==> src/rtl/toggle_hs_pkg.sv <==
// Shared types and defaults for the two-phase toggle handshake link.
package toggle_hs_pkg;

    localparam int DEF_DATA_W      = 8;
    localparam int DEF_SYNC_STAGES = 2;

    typedef enum logic {
        ST_IDLE = 1'b0,
        ST_HOLD = 1'b1
    } hs_state_t;

endpackage

==> src/rtl/toggle_hs_rx_tgl_sync.sv <==
// SYNC_STAGES-deep single-bit synchronizer, synchronous active-low reset to 0.
// Used for req_tgl here and by the transmitter for ack_tgl.
module tgl_sync
    import toggle_hs_pkg::*;
#(
    parameter int SYNC_STAGES = DEF_SYNC_STAGES
) (
    input  logic clk,
    input  logic rstn,
    input  logic i_d,
    output logic o_q
);

    logic [SYNC_STAGES-1:0] r_chain;

    always_ff @(posedge clk) begin
        if (!rstn) begin
            r_chain <= '0;
        end else begin
            r_chain <= {r_chain[SYNC_STAGES-2:0], i_d};
        end
    end

    assign o_q = r_chain[SYNC_STAGES-1];

endmodule

==> src/rtl/toggle_hs_rx.sv <==
// Receive side of the two-phase toggle link: sync req, capture word, valid/ready out, toggle ack.
// Optional sticky protocol-violation flag when TOGGLE_HS_RX_ERR_EN is defined.
//
// Downstream port: a word transfers at a posedge where out_valid & out_ready are both 1;
// out_valid/out_data never change while the word waits, and out_ready is ignored when out_valid=0.
module toggle_hs_rx
    import toggle_hs_pkg::*;
#(
    parameter int DATA_W      = DEF_DATA_W,
    parameter int SYNC_STAGES = DEF_SYNC_STAGES
) (
    input  logic              clk,
    input  logic              rstn,
    input  logic              req_tgl,
    input  logic [DATA_W-1:0] data_in,
    output logic              ack_tgl,
    output logic              out_valid,
    output logic [DATA_W-1:0] out_data,
    input  logic              out_ready,
    output logic              dbg_state
`ifdef TOGGLE_HS_RX_ERR_EN
    ,
    output logic              proto_err
`endif
);

    hs_state_t         r_state;
    hs_state_t         w_state_nxt;
    logic              r_req_seen;
    logic              r_ack;
    logic              r_valid;
    logic [DATA_W-1:0] r_data;
    logic              w_req_s;
    logic              w_req_evt;
    logic              w_capture;
    logic              w_accept;

    tgl_sync #(
        .SYNC_STAGES (SYNC_STAGES)
    ) u_req_sync (
        .clk  (clk),
        .rstn (rstn),
        .i_d  (req_tgl),
        .o_q  (w_req_s)
    );

    // Any parity difference means an unserviced toggle, however many toggles produced it.
    assign w_req_evt = w_req_s ^ r_req_seen;

    always_comb begin
        w_state_nxt = r_state;
        w_capture   = 1'b0;
        w_accept    = 1'b0;
        case (r_state)
            ST_IDLE: begin
                if (w_req_evt) begin
                    w_capture   = 1'b1;
                    w_state_nxt = ST_HOLD;
                end
            end
            ST_HOLD: begin
                if (r_valid && out_ready) begin
                    w_accept    = 1'b1;
                    w_state_nxt = ST_IDLE;
                end
            end
            default: w_state_nxt = ST_IDLE;
        endcase
    end

    always_ff @(posedge clk) begin
        if (!rstn) begin
            r_state    <= ST_IDLE;
            r_req_seen <= 1'b0;
            r_ack      <= 1'b0;
            r_valid    <= 1'b0;
            r_data     <= '0;
        end else begin
            r_state <= w_state_nxt;
            if (w_capture) begin
                r_data     <= data_in;
                r_valid    <= 1'b1;
                r_req_seen <= w_req_s;
            end
            // Ack leaves on the accepting edge itself so the sender can launch the next word asap.
            if (w_accept) begin
                r_valid <= 1'b0;
                r_ack   <= ~r_ack;
            end
        end
    end

`ifdef TOGGLE_HS_RX_ERR_EN
    logic r_req_s_d;
    logic r_proto_err;

    always_ff @(posedge clk) begin
        if (!rstn) begin
            r_req_s_d   <= 1'b0;
            r_proto_err <= 1'b0;
        end else begin
            r_req_s_d <= w_req_s;
            if (r_state == ST_HOLD && w_req_s != r_req_s_d) begin
                r_proto_err <= 1'b1;
            end
        end
    end

    assign proto_err = r_proto_err;
`endif

    assign ack_tgl   = r_ack;
    assign out_valid = r_valid;
    assign out_data  = r_data;
    assign dbg_state = r_state;

endmodule

==> config.mk <==
export PLATFORM = sky130hd
export DESIGN_NAME = toggle_hs_rx
export DESIGN_NICKNAME = d
export VERILOG_FILES = /design/src/rtl/toggle_hs_pkg.sv /design/src/rtl/toggle_hs_rx_tgl_sync.sv /design/src/rtl/toggle_hs_rx.sv
export SDC_FILE = /design/constraint.sdc
export NUM_CORES = 1
export LEC_CHECK = 0
export CORE_AREA = 2 2 39 41
export CTS_CLUSTER_DIAMETER = 150
export CTS_CLUSTER_SIZE = 16
export DETAILED_ROUTE_END_ITERATION = 16
export DIE_AREA = 0 0 41 43
export PLACE_DENSITY = 0.72
export SYNTH_ARGS = -nofsm -noshare
export SYNTH_HDL_FRONTEND = slang
export SYNTH_HIERARCHICAL = 1
export SYNTH_SLANG_ARGS = --single-unit
==> constraint.sdc <==
create_clock -name clk -period 2.6 [get_ports clk]
set_input_delay 0.52 -clock clk [delete_from_list [all_inputs] [get_ports clk]]
set_output_delay 0.52 -clock clk [all_outputs]
set_load 0.005 [all_outputs]
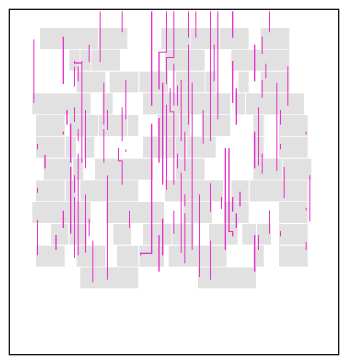
**Above:** signal wires on met2.
Drawn at 8 px/um.
nets with wire on the layer: 77
share of all routed wire: 52%

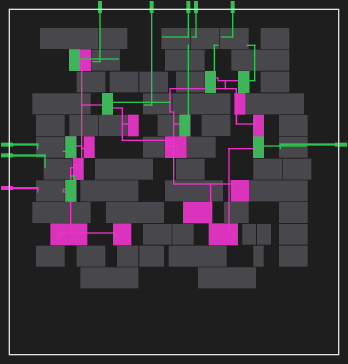
**Above:** nets reached from selected ports.
Drawn at 8 px/um.
legend:
  magenta:
    port: rstn
    bits: 1
    direction: input
    end_cells: 22
    buffers: 1
    wire: 120 um
  green:
    port: data_in
    bits: 8
    direction: input
    end_cells: 8
    buffers: 8
    wire: 94.6 um

==> results.cfg <==
; synthesis and place-and-route metrics
[run]
drv_cap = 0

[synth]
most_common_cell = nand2_1
ys_seq_share_pct = 52.6
ys_sh_adder_pct = 0
synth.area.mux_share_pct = 16.9
yosysCellCount = 54

[die]
fp_util_pct = 38.5

[final_timing]
slew_headroom_pct = 57.1
min_period_ns = 1.74

[detailed_routing]
viasPerCell = 4.59
routed_wl_um = 956

[pwr]
switching_share_pct = 21.1
seqPwrFrac_pct = 52.2
comb_cell_power_mw = 0.0619

[worst_setup_path]
critPathMaxStageDelay_ns = 0.53
crit_path_top_delay_cell = clkdlybuf4s50_1
endpoint_kind = output port
endpoint = dbg_state

[outcome]
status = finished, final reports clean

[cts]
htree_num_levels = 1
numCtsBuffers = 3
clock_path_buffers = 2

[min_path]
worstHoldPathCells = 1
holdPathEnd = u_req_sync/r_chain[1]$_SDFF_PN0_

[placement]
pre_cts_ws_ns = 0.827

[cells_and_area]
final_cells = 93
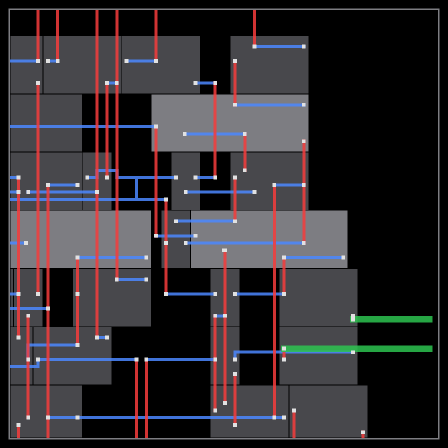
**Above:** close-up of the layout.
Region (21, 22) to (41, 42) um. Cells in gray, sequential cells in the stronger gray; small squares are vias.
legend:
  blue:
    layer: met1
  green:
    layer: met3
  red:
    layer: met2
netlist names of flops here include: out_data (3)
most frequent: clkdlybuf4s50_1 (8), nand2_1 (7), mux2i_1 (4)
cells with their middle in the window: 23
sequential cells in the window: 3

-- routing by layer --
layer  part of all wire (%)  vias up  wire length [um]  global-route usage [%]
met5                      0        -                 0                       0
met4                    1.0        0                10                    10.0
li1                       -      219                 -                       -
met3                    6.3        2                60                    3.14
met1                     41      194               389                    13.8
met2                     52       12               495                    20.6
-- cell type report --
type | instances | area, um2 | share of cell area [%]
sequential | 14 | 280 | 35.4
multi-input combinational | 36 | 230 | 29.1
timing repair buffer | 22 | 220 | 27.8
clock buffer | 4 | 36.3 | 4.59
tap | 16 | 20.0 | 2.53
inverter | 1 | 3.75 | 0.475
-- registers in the layout (all words and copies together), names as in the netlist --
signal	flops
out_valid	1
dbg_state	1
out_data	8
ack_tgl	1
r_req_seen	1
u_req_sync/r_chain	2
